run_1/m4.png
Supply wires on this layer in gray.
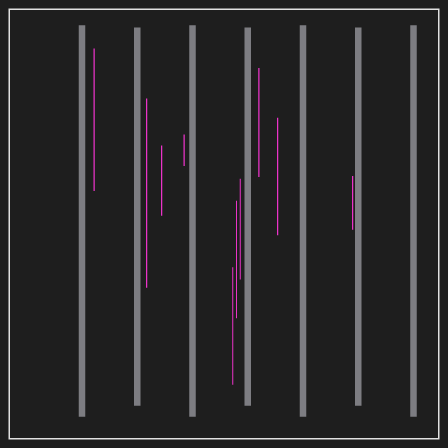
run_1/sizing.png
Bar = 20 um.
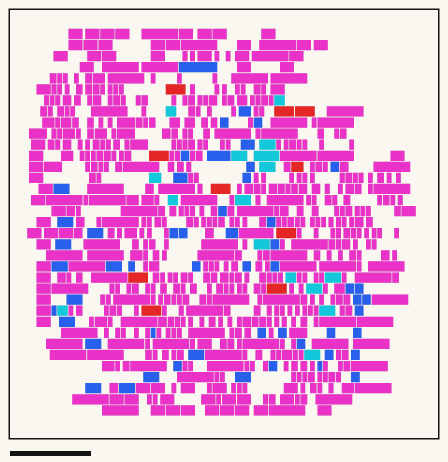
run_1/clock_nets.png
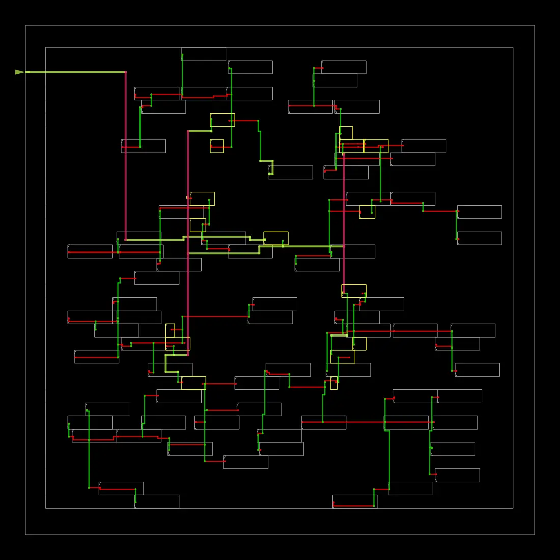
run_1/ff_map.png
Other sequential cells in the stronger gray, the rest of the logic in the fainter gray.
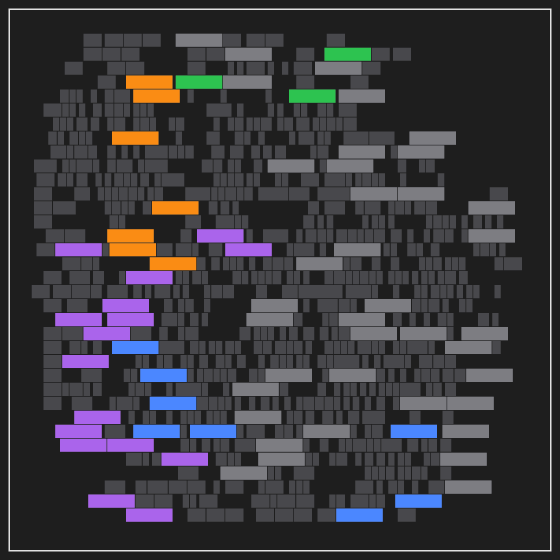
Design bbg_burst_ctrl_flat, sky130hd; sources not shown.
==> flow_metrics.env <==
# yosys + openroad results
export IMPL_num_io_pins=70
export IMPL_drive_above_1_share_pct=11.05
export IMPL_die_area_um2=11060
export IMPL_whs_path_depth=2
export IMPL_syn_mean_instance_area_um2=7.231
export IMPL_gp_congestion=0.9273
export IMPL_dieWidth_um=105.2
export IMPL_syn_cell_area_um2=4722
export IMPL_grt_max_degree=73
export IMPL_finalSetupViolations=0
export IMPL_grtUsageTotal_pct=22.65
export IMPL_period_needed_ns=3.423
export IMPL_cts_buffers=9
export IMPL_coreArea_um2=9196
export IMPL_cts_htree_levels=3
export IMPL_top_area_share_pct=37.63
export IMPL_crit_chain="ha_1 > nand2_2 > nor2_2 > nand4_1 > nand2_1 > nor2_1 > nand2_1 > nor2_2 > nand2_2 > nand3_1 > a21oi_1 > nand4_1 > nand2_1 > nand2_1 > nand2_1 > nand2_1"
export IMPL_tightest_slew_ns=0.9233
export IMPL_ant_nets=0
export IMPL_cpMaxStageDelayCell="dfrtp_1"
export IMPL_regToRegSetupSlack_ns=1.98
export IMPL_die_h_um=105.2
export IMPL_netlist_top_cells_area="dfrtp_1 38%, nand2_1 12%, nor2_1 6.7%, inv_1 6.4%, nand3_1 6.1%"
export IMPL_synth_cells=653
export IMPL_cts_clk_slew_worst_paths_ns=0.09
export IMPL_maxSlewViolCount=0
export IMPL_worst_path_max_fanout=12
export IMPL_rsz0062_at_grt="false"
export IMPL_lay_top_cells="154 x nand2_1, 84 x nor2_1, 80 x inv_1, 71 x dfrtp_1, 69 x clkdlybuf4s50_1"
export IMPL_hp_class="flop to flop"
export IMPL_combinationalPowerShare_pct=51.1
export IMPL_drtIter0Drc=318
export IMPL_drt_first_pass_iters=5
export IMPL_synth_stat_cells=653
export IMPL_cts_tree="done"
export IMPL_ff2ff_path_depth=16
export IMPL_antenna_found_initial=0
export IMPL_switching_power_w=0.001355
export IMPL_numPortBuffers=69
export IMPL_path_class="flop to flop"
export IMPL_grt_pass1_vias=4287
export IMPL_p_leak_nw=2.662
export IMPL_grt_pass1_wl_mm=20.44
export IMPL_grt_overflow=0
export IMPL_peakVddDrop_mv=0.2731
export IMPL_cp_required_ns=5.64
export IMPL_power_frac_seq_pct=35.4
export IMPL_finalHoldViolCount=0
export IMPL_via_per_inst=5.390
export IMPL_layout_nets=762
export IMPL_status="finished clean"
export IMPL_dp_hpwl_mm=9.464
export IMPL_period_used_pct=63.38
export IMPL_fmax_mhz=292.2
export IMPL_root_buffer="clkbuf_8"
export IMPL_largest_area_cell="dfrtp_1"
export IMPL_end_kind="flop"
export IMPL_ys_ff=72
export IMPL_synth_distinct_cells=39
export IMPL_fin_cells=826
export IMPL_clockBufferDepth=2
export IMPL_cts_resized=0
export IMPL_initial_utilization_pct=51.35
export IMPL_wl_per_cell_um=15.01
export IMPL_post_cts_setup_buffers=0
export IMPL_n_antenna_cell=0
export IMPL_warning_count=30
export IMPL_crit_path_max_incr_delay_ns=0.57
export IMPL_yosys_area_um2=4722
export IMPL_p_per_area_nw_per_um2=506.4
export IMPL_drc_errors=0
export IMPL_syn_nets=705
export IMPL_cp_data_arrival_time_ns=3.67
export IMPL_ys_warn_count=0
export IMPL_crit_path_start_kind="flop"
export IMPL_path_common_cell="nand2_1"
export IMPL_p_sw_share_pct=47.97
export IMPL_rows=35
export IMPL_fin_hold_ws_ns=0.5133
export IMPL_max_slew_margin_pct=38.45
export IMPL_p_int_w=0.001470
export IMPL_layout_top_cell="nand2_1"
export IMPL_drv_cap=0
export IMPL_setup_tns_ns=0
Notes on m4.png above:
wire length on this layer: 255 um
main direction: vertical
share of all routed wire: 2.1%
WL final: 12.40 mm
via count: 4452

Notes on sizing.png above:
| color | size | cells |
|---|---|---|
| magenta | x1 and smaller | 636 |
| cyan | x3 and x4 | 16 |
| red | x6 and larger | 10 |
| blue | x2 | 53 |
fin area: 5579 um^2
Setup WS post-layout: 1.977 ns
P&R area growth vs syn: 18.15%
nonclk buf count: 71

Notes on clock_nets.png above:
clock buf count: 10
Layout Skew: 0.01860 ns
FF+latch count: 72
Clock Latency Late Sink: 0.36 ns
Clock Sinks: 72

Notes on ff_map.png above:
| color | name in the netlist | placed flops |
|---|---|---|
| orange | u_core.bus.amp | 7 |
| blue | u_core.flen_q | 8 |
| purple | u_core.blen_q | 16 |
| green | u_core.bus.state | 3 |
Core Util, Final: 60.67%
Seq area share: 32.32%
FF+latch area: 1803 um^2
seq pwr: 0.000999 W

==> run 1: cells in the mapped netlist <==
cell type / instances
a21oi_1: 32
a21oi_2: 1
buf_1: 3
buf_12: 1
buf_2: 1
buf_4: 9
buf_6: 2
clkbuf_1: 9
clkinv_1: 1
dfrtp_1: 71
dfstp_2: 1
ha_1: 6
inv_1: 81
inv_2: 2
mux2_2: 14
nand2_1: 154
nand2_2: 16
nand2_4: 3
nand3_1: 58
nand3_2: 2
nand3_4: 1
nand3b_1: 3
nand4_1: 14
nor2_1: 84
nor2_2: 12
nor2_4: 6
nor3_1: 3
nor4_1: 10
o211ai_1: 1
o21a_1: 2
o21ai_0: 32
o21ai_2: 1
o22ai_1: 1
o31ai_1: 1
or2_2: 1
xnor2_1: 5
xor2_1: 7
xor2_2: 1
xor3_1: 1
==> run 1: stage by stage <==
step | utilization, % | total power (W) | cell area (um^2) | worst slack, ns
after global routing | 60.67 | 0.003051 | 5579 | 1.662
after CTS | 60.67 | 0.002813 | 5579 | 2.133
after global placement | 58.79 | 0.002380 | 5406 | 2.131
final | 60.67 | 0.002825 | 5579 | 1.977
after detailed placement | 58.79 | 0.002423 | 5406 | 2.067
after floorplan | - | 0.002084 | 4722 | 3.037
==> run 1: kinds of logic after synthesis <==
| logic type | share of synthesized area (%) |
|---|---|
| simple gates | 35.82 |
| buf+inv | 10.07 |
| flops | 38.18 |
| compound gates | 7.923 |
| xor+xnor | 3.074 |
| mux | 3.339 |
| fa+ha+maj | 1.590 |
==> run 1: final cells by class <==
class | instances | area, um^2
clock inverters | 6 | 45.04
flip-flops and latches | 72 | 1803
fillers | 821 | 3617
well taps | 111 | 138.9
multi-input cells | 472 | 2444
inverters | 84 | 315.3
clock buffers | 10 | 127.6
repair buffers | 71 | 705.7
==> run 1: per-layer routing <==
layer  GRT usage [%]  wire length (um)  vias to the layer above  part of all wire, %
li1                -                 -                     2191                    -
met2           35.75              5842                      161                   47
met5               0                 0                        -                    0
met3           4.138               800                       24                  6.5
met1           30.94              5503                     2076                   44
met4           8.529               255                        0                  2.1
==> run 1: critical path: cells and delay by family, from the launching register on <==
family | cells | cell delay [ns]
simple gates | 14 | 2.26
flops | 1 | 0.57
fa+ha+maj | 1 | 0.28
compound gates | 1 | 0.21
==> run 1: power groups by stage <==
| stage | Clock (W) | Combinational, W | Sequential [W] |
|---|---|---|---|
| 6_report | 0.000383 | 0.00144 | 0.000999 |
| 5_1_grt | 0.000415 | 0.00161 | 0.00103 |
| 4_1_cts | 0.000390 | 0.00143 | 0.000990 |
| 3_5_place_dp | 0 | 0.00142 | 0.000998 |
| 3_3_place_gp | 0 | 0.00139 | 0.000988 |
| 2_1_floorplan | 0 | 0.00106 | 0.00103 |
Power figures rest on the tool's default switching activity, not on a simulated workload.
